Design key_recorder, sky130hd; sources not shown.
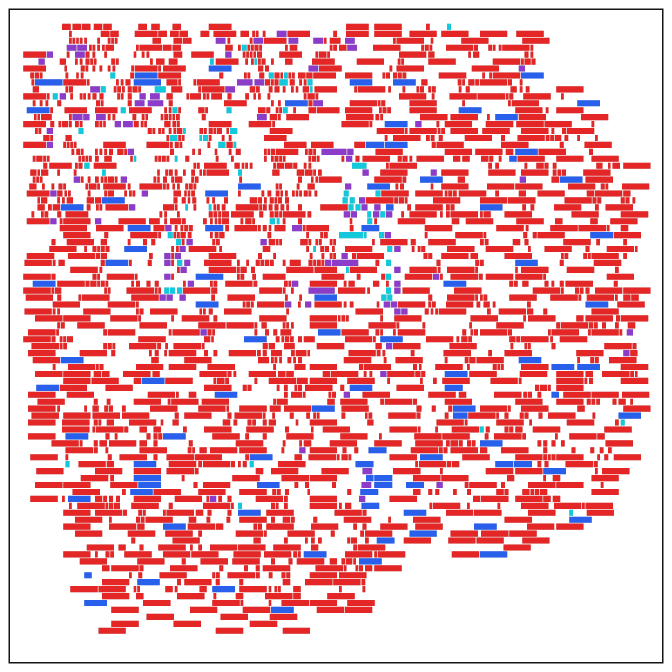
Figure 1: run 1, cell sizes after repair.
legend:
  blue:
    size: x6 and larger
    cells: 94
    share: 4.4%
  cyan:
    size: x2
    cells: 67
    share: 3.1%
  purple:
    size: x3 and x4
    cells: 100
    share: 4.6%
  red:
    size: x1 and smaller
    cells: 1896
    share: 88%
buffers outside the clock class: 108
post-route cell area: 0.0282 mm²
Layout area overhead: 15.1%
Worst Slack Setup Final: 0.582 ns

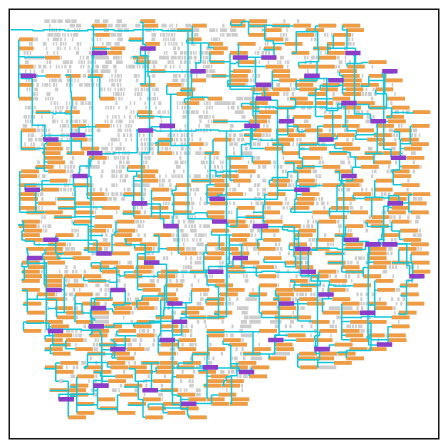
Figure 2: run 1, clock wires, drivers and flops.
legend:
  purple:
    item: clock-net drivers
    count: 66
  orange:
    item: flip-flops
    count: 576
  cyan:
    item: clock wires
    length: 7400 µm
flops lie: all over the die
Clock Power Share: 33.2%
skew final: 0.0267 ns

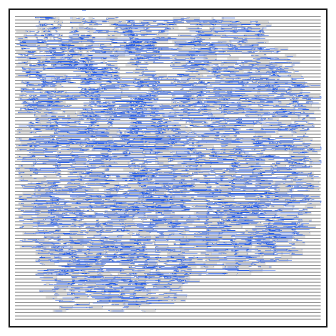
Figure 3: run 1, metal 1.
Supply wires on this layer in grey. Cells faint in the background.
wire length on this layer: 31.8 mm
main direction: horizontal
share of all routed wire: 45%
vias after detailed routing: 16526
DRT Wirelength: 71300 µm

==> impl_metrics.env, run 1 <==
# yosys + openroad results
export IMPL_status="finished clean"
export IMPL_yosys_area_share_xor_xnor_pct=1.22
export IMPL_post_cts_resized=0
export IMPL_layout_top_cell="edfxtp_1"
export IMPL_lay_top_cells="512 x edfxtp_1, 330 x nand2_1, 184 x a21oi_1"
export IMPL_finalSetupViolations=0
export IMPL_place_area_mm2=0.0261
export IMPL_pre_cts_slack_ns=0.558
export IMPL_rr_worst_depth=17
export IMPL_fmax_ghz=0.249
export IMPL_path_delay_family="AND-OR/OR-AND gates"
export IMPL_synth_top_cell_area_share_pct=62.7
export IMPL_wire_per_inst_um=24.2
export IMPL_nets=2142
export IMPL_yosys_most_used_dff="edfxtp_1"
export IMPL_cts_tree="done"
export IMPL_cp_end_kind="flip-flop"
export IMPL_worst_setup_path_start_kind="flip-flop"
export IMPL_initial_utilization_pct=40.5
export IMPL_htree_levels=3
export IMPL_cp_max_fo=47
export IMPL_min_path_type="input port to async pin"
export IMPL_wl_met3_um=3650
export IMPL_largest_reg_flops=512
export IMPL_syn_cell_area_mm2=0.0245
export IMPL_num_rows=90
export IMPL_grt_pass1_wl_um=106000
export IMPL_drcViolationCount=0
export IMPL_crit_cells=17
export IMPL_cts_hold_buf=0
export IMPL_simple_gate_share_pct=13.2
export IMPL_syn_inst=2038
export IMPL_grt_use_total_pct=21.4
export IMPL_wirelength_met1_um=31800
export IMPL_synth_top_cell_by_count="edfxtp_1"
export IMPL_final_min_clock_period_ns=4.02
## run 1: where the power goes
part	total (mW)	internal (mW)	switching, mW
clock	5.18	3.06	2.12
sequential	6.56	6.38	0.186
combinational	3.85	1.04	2.81
## run 1: final cells by class
cell class	instances	area, µm²	area share (%)
clock inverters	37	362	1.28
flip-flops and latches	576	17000	60.2
multi-input cells	1259	6730	23.9
clock buffers	83	1760	6.23
repair buffers	108	1030	3.66
inverters	94	359	1.27
well taps	782	978	3.47
## run 1: metal layers
layer / global-route usage [%] / up-vias
li1: - / 7563
met1: 29.9 / 8334
met2: 35.2 / 520
met3: 3.29 / 109
met4: 5.90 / 0
met5: 0 / -
Figure 4. Clock wiring as the flow saved it (run 1).
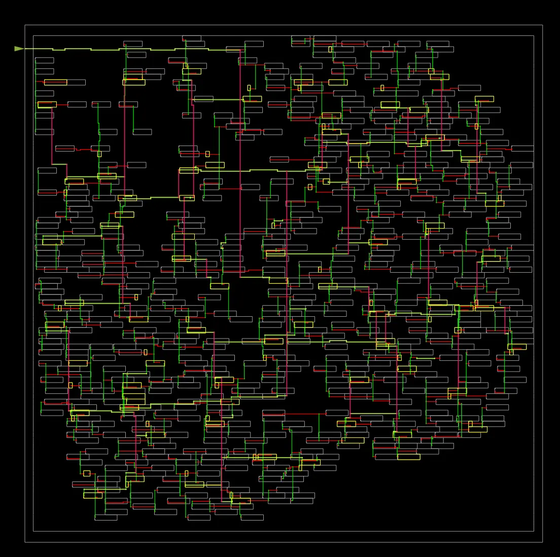

--- run 2 (diff from run 1) ---
--- a/config.mk
+++ b/config.mk
@@ -10,6 +10,7 @@
 export CORE_MARGIN = 4
 export CORE_UTILIZATION = 40
 export CTS_CLUSTER_DIAMETER = 60
+export CTS_CLUSTER_SIZE = 14
 export DETAILED_ROUTE_END_ITERATION = 10
 export PLACE_DENSITY_LB_ADDON = 0.1
 export SLEW_MARGIN = 20
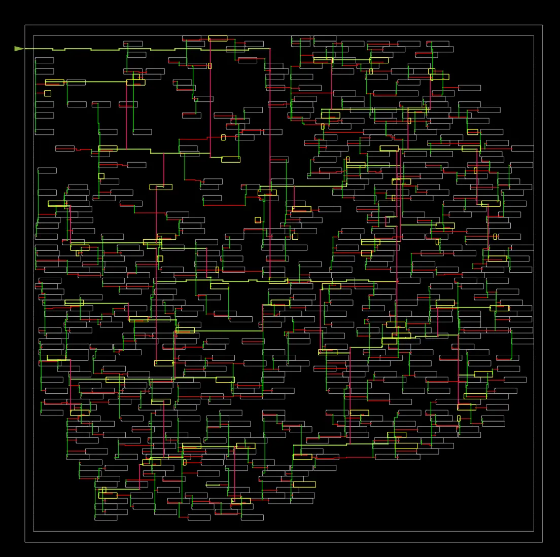
Figure 5: run 2, clock wiring as the flow saved it.
clock sink count: 576
clock buf count: 66
TritonCTS Buffers: 51
skew final: 0.0267 ns
Clock group: 4.24 mW

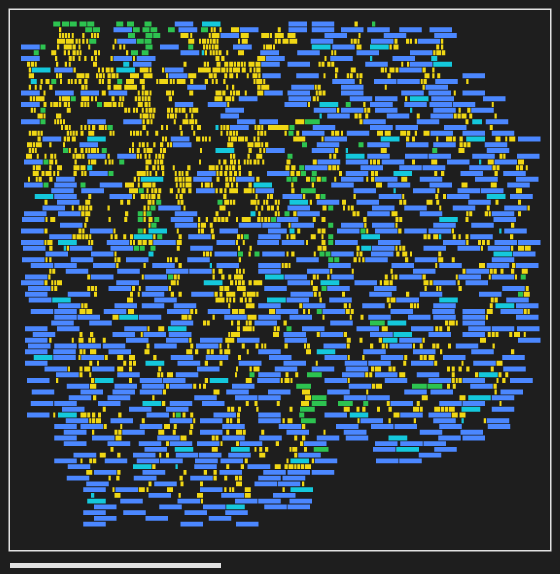
Figure 6: run 2, cell classes on the final placement.
Scale bar: 100 µm.
legend:
  green:
    class: remaining buffers and delay cells
    cells: 108
    share_of_their_area: 3.9%
  blue:
    class: registers
    cells: 576
    share_of_their_area: 64%
  yellow:
    class: remaining logic cells
    cells: 1353
    share_of_their_area: 27%
  cyan:
    class: clock drivers and dummy loads
    cells: 81
    share_of_their_area: 5.9%
std cell rows: 90
post-route cell area: 0.0277 mm²
sequential share of cell area: 61.4%
core area: 0.0605 mm²

==> run 2 against run 1 <==
Area after synthesis did not move; routed wire length fell by 0.72%; fmax barely moved; cell area fell by 1.9%; critical path depth rose by 1; register-to-register slack barely moved; non-clock buffer count did not move; global-route usage fell by 0.27 points.
==> impl_metrics.env, run 2 <==
# yosys + openroad results
export IMPL_status="finished clean"
export IMPL_final_nonclk_buf_share_pct=3.73
export IMPL_syn_cell_area_mm2=0.0245
export IMPL_synth_top_cell_by_count="edfxtp_1"
export IMPL_drcViolationCount=0
export IMPL_comb_area_share_pct=24.3
export IMPL_taps=782
export IMPL_globalRouteMet2Util_pct=35.0
export IMPL_nets=2127
export IMPL_syn_to_final_growth_pct=12.9
export IMPL_place_area_mm2=0.0261
export IMPL_flop_area_mm2=0.0170
export IMPL_worst_setup_path_start_kind="flip-flop"
export IMPL_busiest_layer="met2"
export IMPL_inverters=94
export IMPL_finalSetupViolations=0
export IMPL_use_met3_pct=2.69
export IMPL_seq_cells=576
export IMPL_gr_usage_met1_pct=30.0
export IMPL_syn_inst=2038
export IMPL_setup_ws_ns=0.581
export IMPL_pre_cts_slack_ns=0.558
export IMPL_cts_tree="done"
export IMPL_fmax_ghz=0.249
export IMPL_initial_utilization_pct=40.5
export IMPL_yosys_most_used_dff="edfxtp_1"
export IMPL_synth_top_cell_area_share_pct=62.7
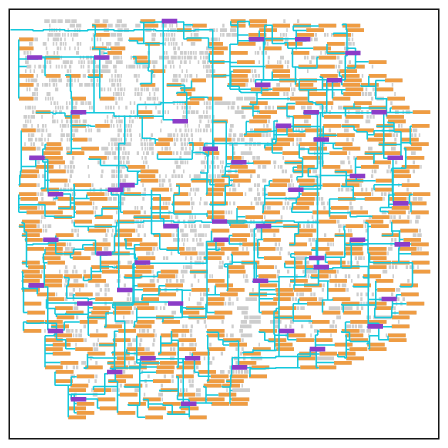
Figure 7: run 2, clock wires, drivers and flops.
legend:
  purple:
    item: clock-net drivers
    count: 51
  orange:
    item: flip-flops
    count: 576
  cyan:
    item: clock wires
    length: 7260 µm
flops lie: all over the die
routed clock nets: 52
clk latency late pin: 0.62 ns
Clock Power Share: 29.0%

-- run 2: cell counts after synthesis --
Identical to the previous run, type by type.
-- run 2: per-layer routing --
layer,up-vias,wire length (µm)
met2,446,33700
li1,7501,-
met1,8195,32000
met4,0,1620
met5,-,0
met3,101,3450
-- run 2: kinds of logic after synthesis --
| kind of cell | after synthesis | synth area share (%) |
|---|---|---|
| AOI/OAI and AO/OA | 474 | 11.6 |
| buffers and inverters | 203 | 3.52 |
| and+or+nand+nor | 730 | 13.2 |
| DFF | 576 | 69.3 |
| xor gates and xnor gates | 31 | 1.22 |
| adders and majority gates | 24 | 1.23 |
-- run 2: report_power, final --
group	switching, mW	internal, mW	leakage (nW)
Combinational	2.80	1.04	3.34
Clock	1.96	2.28	0.757
Sequential	0.186	6.37	5.54
Total	4.94	9.69	9.64
Power figures rest on the tool's default switching activity, not on a simulated workload.
